Fig. 1: met1 routing
The bar under the picture is 50 um long. Supply wires on this layer in gray. Cells faint in the background.
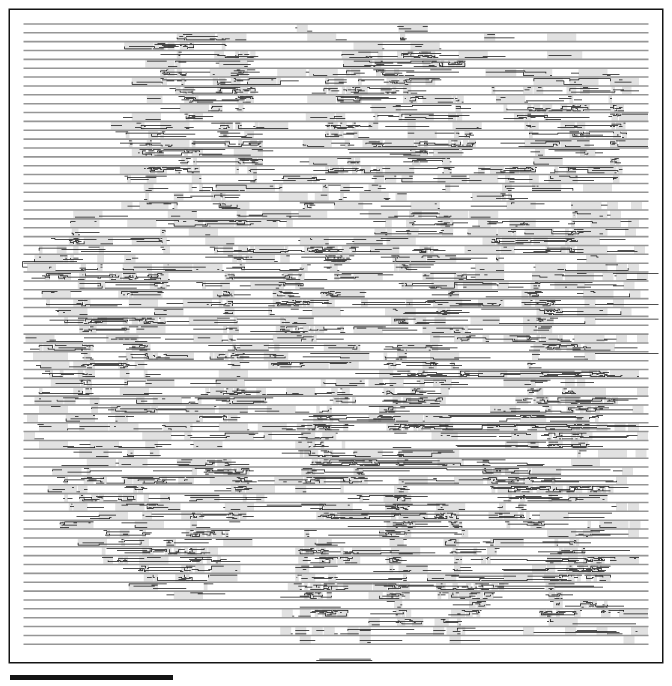
Fig. 2: port wiring
The bar under the picture is 50 um long.
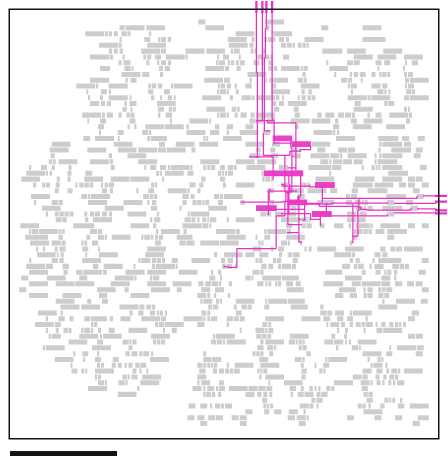
Fig. 3: sequential cells grouped by signal name
The bar under the picture is 50 um long.
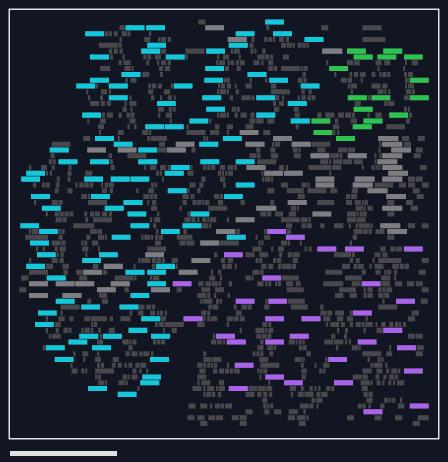
**src/rtl/panel_ctrl.sv**
```systemverilog
// Panel controller: debounced five-button BCD editor with a multiplexed 7-segment display.
// Optional cursor blink is compiled in with the PANEL_BLINK_EN macro.
module panel_ctrl #(
  parameter int NUM_DIGITS      = 8,
  parameter int DEBOUNCE_CYCLES = 1_000_000,
  parameter int SCAN_CYCLES     = 100_000,
  parameter int BLINK_CYCLES    = 25_000_000
) (
  input  logic                    clk,
  input  logic                    rst_n,
  input  logic                    btnL,
  input  logic                    btnD,
  input  logic                    btnU,
  input  logic                    btnR,
  input  logic                    btnC,
  output logic [4*NUM_DIGITS-1:0] num,
  output logic [NUM_DIGITS-1:0]   cursor,
  output logic [6:0]              cathode,
  output logic [NUM_DIGITS-1:0]   anode,
  output logic                    dp
);

  localparam int DBW = $clog2(DEBOUNCE_CYCLES + 1);
  localparam int SCW = $clog2(SCAN_CYCLES + 1);
  localparam int IDW = (NUM_DIGITS > 1) ? $clog2(NUM_DIGITS) : 1;
  localparam int NB  = 5;

  // Button bit positions inside the internal vectors.
  localparam int B_R = 0;
  localparam int B_L = 1;
  localparam int B_D = 2;
  localparam int B_U = 3;
  localparam int B_C = 4;

  logic [NB-1:0] raw;
  logic [NB-1:0] sync1;
  logic [NB-1:0] sync2;
  logic [NB-1:0] deb;
  logic [NB-1:0] deb_q;
  logic [NB-1:0] press;
  logic [DBW-1:0] db_cnt [NB];

  logic [NUM_DIGITS-1:0][3:0] digits;
  logic [SCW-1:0]             scan_cnt;
  logic [IDW-1:0]             scan_idx;
  logic [NUM_DIGITS-1:0]      blank_mask;

  assign raw = {btnC, btnU, btnD, btnL, btnR};
  assign num = digits;

  function automatic logic [6:0] seg7(input logic [3:0] d);
    case (d)
      4'd0:    seg7 = 7'b1000000;
      4'd1:    seg7 = 7'b1111001;
      4'd2:    seg7 = 7'b0100100;
      4'd3:    seg7 = 7'b0110000;
      4'd4:    seg7 = 7'b0011001;
      4'd5:    seg7 = 7'b0010010;
      4'd6:    seg7 = 7'b0000010;
      4'd7:    seg7 = 7'b1111000;
      4'd8:    seg7 = 7'b0000000;
      4'd9:    seg7 = 7'b0010000;
      default: seg7 = 7'h7F;
    endcase
  endfunction

  always_ff @(posedge clk or negedge rst_n) begin
    if (!rst_n) begin
      sync1 <= '0;
      sync2 <= '0;
    end else begin
      sync1 <= raw;
      sync2 <= sync1;
    end
  end

  // A level is accepted only after it has disagreed with the debounced value for a full window.
  always_ff @(posedge clk or negedge rst_n) begin
    if (!rst_n) begin
      deb <= '0;
      for (int i = 0; i < NB; i++) db_cnt[i] <= '0;
    end else begin
      for (int i = 0; i < NB; i++) begin
        if (sync2[i] != deb[i]) begin
          if (db_cnt[i] == DBW'(DEBOUNCE_CYCLES - 1)) begin
            deb[i]    <= sync2[i];
            db_cnt[i] <= '0;
          end else begin
            db_cnt[i] <= db_cnt[i] + 1'b1;
          end
        end else begin
          db_cnt[i] <= '0;
        end
      end
    end
  end

  always_ff @(posedge clk or negedge rst_n) begin
    if (!rst_n) begin
      deb_q <= '0;
      press <= '0;
    end else begin
      deb_q <= deb;
      press <= deb & ~deb_q;
    end
  end

  // The priority chain means only one edit is applied when several presses coincide.
  always_ff @(posedge clk or negedge rst_n) begin
    if (!rst_n) begin
      digits <= '0;
      cursor <= NUM_DIGITS'(1);
    end else if (press[B_C]) begin
      digits <= '0;
      cursor <= NUM_DIGITS'(1);
    end else if (press[B_U]) begin
      for (int i = 0; i < NUM_DIGITS; i++)
        if (cursor[i]) digits[i] <= (digits[i] == 4'd9) ? 4'd0 : digits[i] + 4'd1;
    end else if (press[B_D]) begin
      for (int i = 0; i < NUM_DIGITS; i++)
        if (cursor[i]) digits[i] <= (digits[i] == 4'd0) ? 4'd9 : digits[i] - 4'd1;
    end else if (press[B_L]) begin
      cursor <= {cursor[NUM_DIGITS-2:0], cursor[NUM_DIGITS-1]};
    end else if (press[B_R]) begin
      cursor <= {cursor[0], cursor[NUM_DIGITS-1:1]};
    end
  end

  always_ff @(posedge clk or negedge rst_n) begin
    if (!rst_n) begin
      scan_cnt <= '0;
      scan_idx <= '0;
    end else if (scan_cnt == SCW'(SCAN_CYCLES - 1)) begin
      scan_cnt <= '0;
      scan_idx <= (scan_idx == IDW'(NUM_DIGITS - 1)) ? '0 : scan_idx + 1'b1;
    end else begin
      scan_cnt <= scan_cnt + 1'b1;
    end
  end

`ifdef PANEL_BLINK_EN
  localparam int BKW = $clog2(BLINK_CYCLES + 1);

  logic [BKW-1:0] blink_cnt;
  logic           blank;

  always_ff @(posedge clk or negedge rst_n) begin
    if (!rst_n) begin
      blink_cnt <= '0;
      blank     <= 1'b0;
    end else if (blink_cnt == BKW'(BLINK_CYCLES - 1)) begin
      blink_cnt <= '0;
      blank     <= ~blank;
    end else begin
      blink_cnt <= blink_cnt + 1'b1;
    end
  end

  assign blank_mask = blank ? cursor : '0;
`else
  // The blink period has no effect here; the expression folds to a constant zero mask.
  assign blank_mask = {NUM_DIGITS{BLINK_CYCLES < 0}};
`endif

  // Display outputs are registered from the scan index, so they trail it by one cycle.
  always_ff @(posedge clk or negedge rst_n) begin
    if (!rst_n) begin
      anode   <= '1;
      cathode <= 7'h7F;
      dp      <= 1'b1;
    end else begin
      anode   <= ~(NUM_DIGITS'(1) << scan_idx) | blank_mask;
      cathode <= seg7(digits[scan_idx]);
      dp      <= ~cursor[scan_idx];
    end
  end

endmodule

```
**config.mk**
```make
export PLATFORM = sky130hd
export DESIGN_NAME = panel_ctrl
export DESIGN_NICKNAME = d
export VERILOG_FILES = /design/src/rtl/panel_ctrl.sv
export SDC_FILE = /design/constraint.sdc
export NUM_CORES = 1
export LEC_CHECK = 0
export CELL_PAD_IN_SITES_DETAIL_PLACEMENT = 0
export CELL_PAD_IN_SITES_GLOBAL_PLACEMENT = 1
export CORE_MARGIN = 4
export CORE_UTILIZATION = 30
export DETAILED_ROUTE_END_ITERATION = 8
export GPL_TIMING_DRIVEN = 1
export PLACE_DENSITY_LB_ADDON = 0.1
export SLEW_MARGIN = 20
export SYNTH_ARGS = -nofsm -noshare
export SYNTH_HDL_FRONTEND = slang
export SYNTH_SLANG_ARGS = --single-unit
export TNS_END_PERCENT = 1
```
**constraint.sdc**
```tcl
create_clock -name clk -period 4.8 [get_ports clk]
set_clock_uncertainty 0.1 [all_clocks]
set_input_delay 0.72 -clock clk [delete_from_list [all_inputs] [get_ports clk]]
set_output_delay 0.72 -clock clk [all_outputs]
set_load 0.02 [all_outputs]
```
==> out/results.ini <==
[final_layout]
drive_above_1_share = 0.09129
lay_top_count = dfrtp_1
stdcell_count = 1651
layout_top_cells = 184 x dfrtp_1, 123 x nor2_1, 70 x nand2_1, 61 x clkdlybuf4s50_1
fillers = 3704
fin_nets = 1221
syn_to_final_growth_pct = 17.39
antenna_cells = 0
comb_area_um2 = 5598

[power]
switching_share = 0.2198
pwr-share-comb = 0.021
intPower_mw = 2.986
power_density_nw_per_um2 = 294.5
power_frac_seq = 0.450
power_frac_clock = 0.529
switchingPower_mw = 0.8414
ir_drop_mv = 0.2558
power_leakage_nw = 5.255

[floorplan]
initial_core_util = 0.3032
dieHeight_um = 200.1
dieWidth_um = 200.1
core-area_um2 = 36520
core.rowCount = 70
die_area_um2 = 40040

[final_timing]
min_period_ns = 2.665
fmax_mhz = 375.3
slew_headroom = 0.3085
setup_viol = 0
setup_tns_ns = 0
rsz0062_at_grt = no
slew_viol_final = 0
layout_worst_path_cycle_share = 0.5551
tightest_slew_ns = 1.034
hold_viol = 0

[critical_path]
cp_max_fo = 35
cp_data_required_time_ns = 5.10
r2r-start = press[3]
critPathLaunchType = flop
end_kind = flop
critPathKind = flop to flop
arrival_ns = 2.96
reg2reg_depth = 5
critPathLaunch = press[3]
rr_endpoint = num[24]
reg2reg_slack_ns = 2.14

[clocking]
clock_sinks = 201
holdBufCountCts = 0
clkTransAtPathRegs_ns = 0.06
cts_buffers = 26
cts_resized = 0
cts_tree = done
cts_setup_buffers = 0
cts_buffer_depth = 3
insertion_delay_ns = 0.53
root_buffer = clkbuf_16
htree_levels = 1

[run]
max-cap-violations = 0
warnings = 60

[global_route]
grt_overflow = 0
antenna_found_initial = 0
grt_use_total = 0.1308
grt_max_degree = 112
grt_pass1_wl_um = 44680
grt_pass1_vias = 8406

[synthesis]
yosys_warnings = 0
synth_flop_count = 201
ys_seq_frac = 0.4562
top_area_cell = dfrtp_1
top_area_frac = 0.4159
syn_inst = 1115
ys_chip_area_um2 = 11070
yosys-stat-cells = 1115
area_leaders = dfrtp_1 42%, ha_1 5.5%, nor2_1 4.2%
syn-num-nets = 1171
syn-cell-area_um2 = 11070
synth.avg_cell_area_um2 = 9.930
synthFlopType = dfrtp_1
asyncSetResetFlopFracSynth = 1.000
yosysUniqueCellTypes = 73
edf_count = 0

[placement]
gp_congestion = 0.7587
dp.final_hpwl_um = 17570
dp.cells = 1605

[routing]
drtPass1Iterations = 5
ant_nets = 0
wl_per_cell_um = 15.96
drtIter0Drc = 427
via_per_inst = 5.038
drc_errors = 0

[outcome]
status = finished clean

[worst_hold_path]
hold_path_class = input port to async pin

Back to the opening pictures, Fig. 1:
- longest straight run: 44.2 um
- main direction: horizontal
final WL: 26,350 um
DR vias: 8,317
met1 GRT Util: 0.1793

Back to the opening pictures, Fig. 2:
- cursor: magenta (direction output; end cells 8; buffers 8; wire 991 um)
I/O Pins: 63
port buffer count: 62

Back to the opening pictures, Fig. 3:
- db_cnt: cyan (placed flops 100)
- scan_cnt: green (placed flops 17; where north-east)
- num: purple (placed flops 32)
- not colored: 52
Seq. cell area: 5051 um2
Seq area share: 0.3886

## synth_stat cells (all sizes together), types with 5 or more instances
library cell and instances:
or3 22, a21oi 60, a31oi 5, and3 19
nand3 60, a311oi 19, a211oi 18, ha 49
xor2 39, and4 7, inv 51, nor2b 17
clkbuf 25, and2 15, dfstp 17, mux2 12
or4 19, o31ai 20, nor2 123, mux4 10
o21bai 7, nand2b 14, nor3 18, nand2 70
nor4 13, mux2i 13, o21ai 29, or4b 6
nand4 22, a311o 7, nor4b 5, xnor2 41
nand3b 8, buf 22, dfrtp 184
## power by group through the flow
stage          clock, mW  combinational (mW)  sequential, mW
6_report            2.03              0.0791            1.72
3_3_place_gp           0              0.0852            1.75
2_1_floorplan          0              0.0341            1.75
5_1_grt             2.19              0.0944            1.72
4_1_cts             2.11              0.0850            1.72
3_5_place_dp           0              0.0847            1.75
## worst max-delay path: stages (launching register included)
cell	delay, ns
dfrtp_1	0.53
buf_4	0.45
clkinv_1	0.70
or2_2	0.53
a21oi_1	0.15
a311oi_1	0.06
## registers in the layout (all words and copies together) (netlist names)
name / flops
press: 5
num: 32
sync1: 5
cursor: 8
dp: 1
sync2: 5
deb: 5
scan_idx: 3
cathode: 7
scan_cnt: 17
deb_q: 5
anode: 8
db_cnt: 100
## how the worst max path moves through the flow
stage                  to  slack, ns
3_3_place_gp      num[24]       2.13
4_1_cts           num[20]       2.10
2_1_floorplan  cathode[1]       2.61
3_5_place_dp      num[24]       2.12
6_report          num[24]       2.14
5_1_grt           num[24]       1.93
## layout make-up
class	count	area share
clock inverter	14	0.01425
sequential	201	0.3886
timing repair buffer	69	0.05218
multi-input combinational	815	0.4307
clock buffer	32	0.05420
inverter	52	0.01502
tap	468	0.04505
## logic make-up (layout without fill, tap and decap cells)
group / count (synthesis) / count (layout) / share of synthesized area
AND-OR/OR-AND: 200 / 200 / 0.1268
XOR/XNOR: 80 / 80 / 0.06328
adder cells (fa/ha/maj): 49 / 49 / 0.05537
buffers and inverters: 99 / 167 / 0.03944
flip-flops: 201 / 201 / 0.4562
multiplexers: 35 / 35 / 0.04611
AND/OR/NAND/NOR: 451 / 451 / 0.2128
## stage by stage
stage | util | power [mW] | setup slack, ns | hold WS, ns | area [um2]
final | 0.3559 | 3.827 | 2.135 | 0.1567 | 13000
after global routing | 0.3559 | 4.005 | 1.930 | 0.2302 | 13000
after CTS | 0.3559 | 3.921 | 2.102 | 0.1853 | 13000
after detailed placement | 0.3315 | 1.837 | 2.122 | 0.2402 | 12110
after global placement | 0.3315 | 1.837 | 2.130 | 0.2345 | 12110
after floorplan | - | 1.783 | 2.613 | 0.2312 | 11070
## routing by layer
layer | track usage | vias up | wire length [um]
met4 | 0.02901 | 0 | 467
met3 | 0.02606 | 31 | 1036
met5 | 0 | - | 0
met2 | 0.2157 | 121 | 12290
met1 | 0.1793 | 4065 | 12560
li1 | - | 4100 | -
Power is estimated from default activity; no workload was simulated.
